<file path="src/rtl/mux_scan_sequencer.sv">
// Scan sequencer for an 8:1 single-bit mux.
// Steps sel 0..7, settles, samples, packs a byte for valid/ready.
module mux_scan_sequencer #(
  parameter int unsigned SETTLE_CYCLES = 2
) (
  input  logic       clk,
  input  logic       rst,
  input  logic       start,
  input  logic       continuous,
  output logic [2:0] sel,
  input  logic       mux_in,
  output logic [7:0] data_out,
  output logic       valid,
  input  logic       ready,
  output logic       busy
);

  typedef enum logic [1:0] {
    IDLE,
    SETTLE,
    SAMPLE,
    DONE
  } state_t;

  localparam logic [3:0] LAST = 4'(SETTLE_CYCLES - 1);

  state_t     state, state_n;
  logic [3:0] cnt, cnt_n;
  logic [7:0] cap, cap_n;
  logic [2:0] sel_n;
  logic [7:0] data_n;
  logic       valid_n;

  // State and all registered outputs.
  always_ff @(posedge clk) begin
    if (rst) begin
      state    <= IDLE;
      cnt      <= '0;
      cap      <= '0;
      sel      <= '0;
      data_out <= '0;
      valid    <= 1'b0;
      busy     <= 1'b0;
    end else begin
      state    <= state_n;
      cnt      <= cnt_n;
      cap      <= cap_n;
      sel      <= sel_n;
      data_out <= data_n;
      valid    <= valid_n;
      busy     <= (state_n != IDLE);
    end
  end

  // Next-state and next-output logic; everything holds by default.
  always_comb begin
    state_n = state;
    cnt_n   = cnt;
    cap_n   = cap;
    sel_n   = sel;
    data_n  = data_out;
    valid_n = valid;
    unique case (state)
      IDLE: begin
        sel_n = '0;
        if (start) begin
          state_n = SETTLE;
          cnt_n   = '0;
          cap_n   = '0;
        end
      end
      SETTLE: begin
        cnt_n = cnt + 4'd1;
        if (cnt == LAST) state_n = SAMPLE;
      end
      SAMPLE: begin
        cap_n[sel] = mux_in;
        if (sel != 3'd7) begin
          sel_n   = sel + 3'd1;
          cnt_n   = '0;
          state_n = SETTLE;
        end else begin
          data_n  = {mux_in, cap[6:0]};
          valid_n = 1'b1;
          state_n = DONE;
        end
      end
      DONE: begin
        if (ready) begin
          valid_n = 1'b0;
          sel_n   = '0;
          cnt_n   = '0;
          state_n = continuous ? SETTLE : IDLE;
        end
      end
      default: state_n = IDLE;
    endcase
  end

endmodule

</file>
<file path="config.mk">
export PLATFORM = sky130hd
export DESIGN_NAME = mux_scan_sequencer
export DESIGN_NICKNAME = d
export VERILOG_FILES = /design/src/rtl/mux_scan_sequencer.sv
export SDC_FILE = /design/constraint.sdc
export NUM_CORES = 1
export LEC_CHECK = 0
export CAP_MARGIN = 5
export CORE_AREA = 5 5 64 66
export CTS_BUF_LIST = sky130_fd_sc_hd__clkbuf_4 sky130_fd_sc_hd__clkbuf_8
export DETAILED_ROUTE_END_ITERATION = 16
export DIE_AREA = 0 0 69 71
export RECOVER_POWER = 100
export SLEW_MARGIN = 10
export SYNTH_ARGS = -nofsm -noshare
export SYNTH_HDL_FRONTEND = slang
export SYNTH_SLANG_ARGS = --single-unit
</file>
<file path="constraint.sdc">
create_clock -name clk -period 2.25 [get_ports clk]
set_input_delay 0.3375 -clock clk [delete_from_list [all_inputs] [get_ports clk]]
set_output_delay 0.3375 -clock clk [all_outputs]
set_load 0.02 [all_outputs]
</file>
==> flow_summary.json, run 1 <==
{
  "wirelength_um": 2750,
  "drt_first_pass_iters": 4,
  "yosysSeqAreaShare": 0.389,
  "drt-initial-drc-count": 31,
  "place_area_um2": 1540,
  "max_freq_mhz": 510,
  "rows": 22,
  "clock_latency_ps": 320,
  "syn-cell-area_um2": 1340,
  "synth-simple-area-share": 0.250,
  "utilization": 0.438,
  "synthCells": 156,
  "synthAoiAreaFrac": 0.210,
  "status": "finished clean",
  "synth-adder-area-share": 0.0748,
  "grt_remaining_overflow": 0,
  "path_clk_slew_ps": 130,
  "dp_slack_ps": 292,
  "syn_nets": 170,
  "xor_share": 0,
  "grt_max_degree": 23,
  "enable_flop_cells": 0,
  "antenna_found_initial": 0,
  "worst_pin_slew_ps": 584,
  "die_width_um": 69,
  "port_buffers": 18,
  "cts_inserted_buffers": 3,
  "ioPinCount": 19,
  "vdd_drop_max_uv": 370,
  "coreArea_um2": 3520,
  "cts-hold-fix-buffers": 0,
  "cts_tree": "yes"
}
==> run 1: layout by cell type, fill, tap and decap left out, types with 4 or more instances in the layout <==
master | Yosys | layout
dfxtp_1 | 26 | 26
nand2_1 | 25 | 25
a21oi_1 | 19 | 19
dlygate4sd3_1 | 0 | 13
inv_1 | 9 | 9
nand2b_1 | 8 | 8
ha_1 | 8 | 8
nor2_1 | 7 | 7
clkdlybuf4s50_1 | 0 | 5
nand3_1 | 3 | 4
o32ai_1 | 4 | 4
o21ai_0 | 2 | 4
==> run 1: cell usage after synthesis, types with 3 or more instances <==
master	count	share of area
clkbuf_1	5	0.014
a21oi_1	19	0.071
nand2b_1	8	0.037
nor2b_1	3	0.014
buf_6	3	0.025
nand3_1	3	0.011
o32ai_1	4	0.026
nor2_1	7	0.020
dfxtp_1	26	0.39
a32o_1	3	0.022
nand2_1	25	0.070
ha_1	8	0.075
inv_1	9	0.025
==> run 1: registers in the layout (all words and copies together), names as in the netlist <==
name	flops
sel	3
valid	1
cap	7
busy	1
data_out	8
state	2
cnt	4
==> run 1: worst max-delay path: cells and delay by family, from the launching register on <==
family	cells	cell delay [ps]
and+or+nand+nor	3	870
AOI/OAI and AO/OA	1	90
adders and majority gates	2	490
DFF	1	430
==> run 1: logic make-up after synthesis <==
family	Yosys count
simple gates	61
flops	26
mux	1
compound gates	42
buf+inv	18
fa+ha+maj	8
==> run 1: area by class of cell <==
type | instances | area (um2)
Tap cell | 48 | 60.1
Timing Repair Buffer | 21 | 203
Multi-Input combinational cell | 112 | 704
Fill cell | 392 | 1980
Inverter | 9 | 33.8
Clock buffer | 3 | 22.5
Sequential cell | 26 | 520
==> run 1: metal layers <==
| layer | global-route usage | routed length [um] | up-vias |
|---|---|---|---|
| li1 | - | - | 579 |
| met1 | 0.155 | 1400 | 514 |
| met2 | 0.183 | 1220 | 24 |
| met3 | 0.0199 | 77 | 4 |
| met4 | 0.0456 | 49 | 0 |
| met5 | 0 | 0 | - |
==> run 1: worst paths after layout <==
kind | slack [ps] | cells past startpoint | start | to
setup reg to reg | 290 | 6 | sel[0] | cnt[3]
hold reg to reg | 460 | 2 | cap[5] | data_out[5]
setup / recovery | 290 | 6 | sel[0] | cnt[3]
hold / removal | 460 | 2 | cap[5] | data_out[5]
==> run 1: power by group <==
group	switching, mW	internal [mW]
clock	0.133	0.0628
combinational	0.283	0.212
sequential	0.0433	0.500
total	0.459	0.774
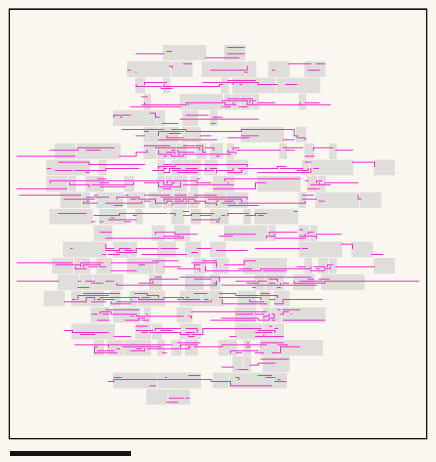
(run_1/layer_met1.png)
Scale bar: 20 um.
longest straight run = 21.6 um
wire length on this layer = 1400 um
share of all routed wire = 51%
nets with wire on the layer = 172
main direction = horizontal

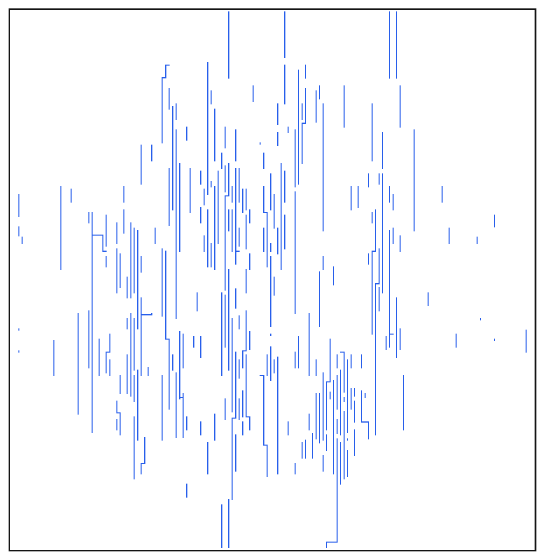
(run_1/layer_met2.png)
longest straight run = 28.9 um
main direction = vertical
nets with wire on the layer = 154
share of all routed wire = 44%
wire length on this layer = 1220 um

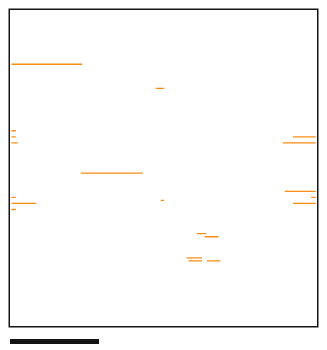
(run_1/layer_met3.png)
Scale bar: 20 um.
main direction = horizontal
wire length on this layer = 77.7 um
share of all routed wire = 2.8%

==> run 2: changes to the inputs <==
Settings changed: DONT_BUFFER_PORTS set to 1, PLACE_DENSITY set to 0.61.
==> run 2 against run 1 <==
  * Global-route usage down 0.099 points
  * Cell area down 10%
  * Sequential power about the same
  * Sequential cell count unchanged
  * Synthesized cell count unchanged
  * Count of clock-buffer cells in the layout unchanged
  * Wire length down 3.6%
  * Register-to-register slack about the same
  * Clock power up 64%
  * Critical endpoint is now cnt[1]
  * Largest power group unchanged
  * Highest routed layer unchanged
==> flow_summary.json, run 2 <==
{
  "reg2reg_from": "state[0]",
  "grt_remaining_overflow": 0,
  "layout_top_cell": "dfxtp_1",
  "final_cell_mix": "dfxtp_1, nand2_1, a21oi_1",
  "vdd_drop_max_uv": 529,
  "drt_first_pass_iters": 4,
  "reg2reg_slack_ps": 280,
  "synthCells": 156,
  "syn_nets": 170,
  "status": "finished clean",
  "wirelength_um": 2650,
  "yosysTopAreaCell": "dfxtp_1",
  "rr_worst_depth": 6,
  "largest_reg_flops": 8,
  "cts_inserted_buffers": 3,
  "critPathLaunch": "state[0]",
  "syn-cell-area_um2": 1340,
  "rows": 22,
  "r2r_end": "cnt[1]",
  "grt_max_degree": 24,
  "top_register": "data_out",
  "die_width_um": 69,
  "enable_flop_cells": 0,
  "drt-initial-drc-count": 26,
  "coreArea_um2": 3520,
  "yosys.cell_count.top_type": "dfxtp_1",
  "port_buffers": 0,
  "area_leaders": "dfxtp_1, ha_1, a21oi_1",
  "worst_pin_slew_ps": 643,
  "ioPinCount": 19,
  "n_fill_cell": 387,
  "cts-hold-fix-buffers": 0,
  "max_freq_mhz": 507,
  "clock_latency_ps": 320,
  "endpoint": "cnt[1]",
  "antenna_found_initial": 0,
  "yosysTopAreaCellShare": 0.389,
  "cts_tree": "yes",
  "path_clk_slew_ps": 140,
  "reg.largest.list": "data_out x8, cap x7, cnt x4"
}
run 2: worst max-delay path, cell delays in order, from the launching register on:
cell and delay (ps):
dfxtp_1 410, inv_1 80, ha_1 390, nand2_2 280, nand3_1 210, or3b_1 390
a21oi_1 150
run 2: logic make-up (layout without fill, tap and decap cells):
kind of cell | after synthesis | count (layout) | share of synthesized area
AOI/OAI and AO/OA | 42 | 42 | 0.210
adders and majority gates | 8 | 8 | 0.0748
buffers and inverters | 18 | 16 | 0.0682
DFF | 26 | 26 | 0.389
muxes | 1 | 1 | 0.00748
and+or+nand+nor | 61 | 61 | 0.250
run 2: layout make-up:
cell class	count	area, um2	area share
Clock inverter	1	30.0	0.0217
Tap cell	48	60.1	0.0434
Timing Repair Buffer	3	11.3	0.00814
Sequential cell	26	520	0.376
Inverter	9	33.8	0.0244
Multi-Input combinational cell	112	706	0.510
Clock buffer	3	22.5	0.0163
run 2: power by group:
group | internal, mW | switching (mW) | total, mW
combinational | 0.184 | 0.278 | 0.462
clock | 0.180 | 0.140 | 0.321
sequential | 0.500 | 0.0443 | 0.544
total | 0.864 | 0.463 | 1.33
run 2: worst min-delay path by stage:
| stage | from | endpoint | depth (start not counted) |
|---|---|---|---|
| floorplan | cap[3] | data_out[3] | 2 |
| global placement | rst | cnt[2] | 1 |
| detailed placement | rst | data_out[4] | 1 |
| CTS | rst | data_out[4] | 1 |
| global route | rst | data_out[2] | 1 |
| finish | rst | cnt[2] | 1 |
run 2: through the flow:
| stage | hold WS (ps) | instance area, um2 | total power, mW | worst slack [ps] |
|---|---|---|---|---|
| 6_report | 63.0 | 1380 | 1.33 | 277 |
| 2_1_floorplan | 432 | 1340 | 0.961 | 530 |
| 3_5_place_dp | 413 | 1360 | 1.04 | 297 |
| 5_1_grt | 33.5 | 1380 | 1.42 | 72.0 |
| 3_3_place_gp | 409 | 1360 | 1.03 | 390 |
| 4_1_cts | 45.0 | 1420 | 1.36 | 270 |
run 2: per-layer routing:
layer  GRT usage  vias up  part of all wire
met5           0        -                 0
met4      0.0456        0             0.018
met3      0.0313        5             0.071
met2       0.185       26              0.46
met1       0.143      469              0.45
li1            -      546                 -
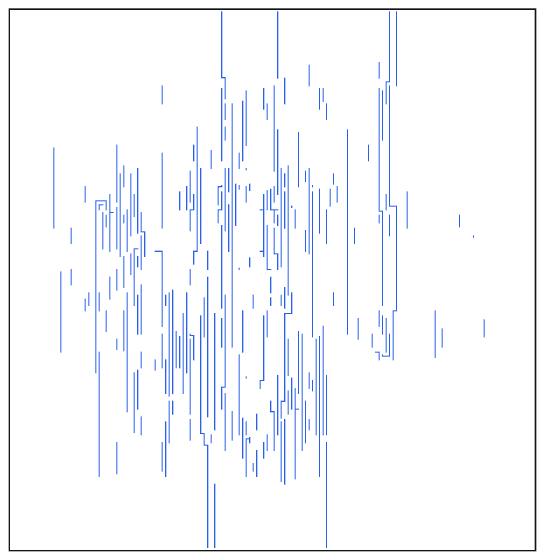
(run_2/layer_met2.png)
main direction = vertical
wire length on this layer = 1220 um
longest straight run = 32.0 um

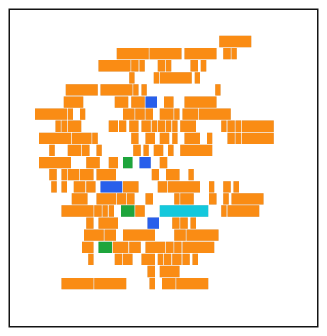
(run_2/sizes.png)
blue -> _3 and _4 cells  # cells 4
orange -> _0 and _1 cells  # cells 146
green -> _2 cells  # cells 3
cyan -> _6 and larger  # cells 1

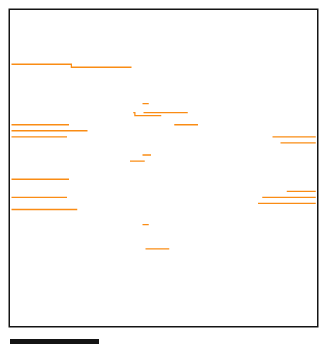
(run_2/layer_met3.png)
Scale bar: 20 um.
share of all routed wire = 7.1%
wire length on this layer = 189 um
longest straight run = 16.8 um
main direction = horizontal

Power and IR drop assume default switching activity.
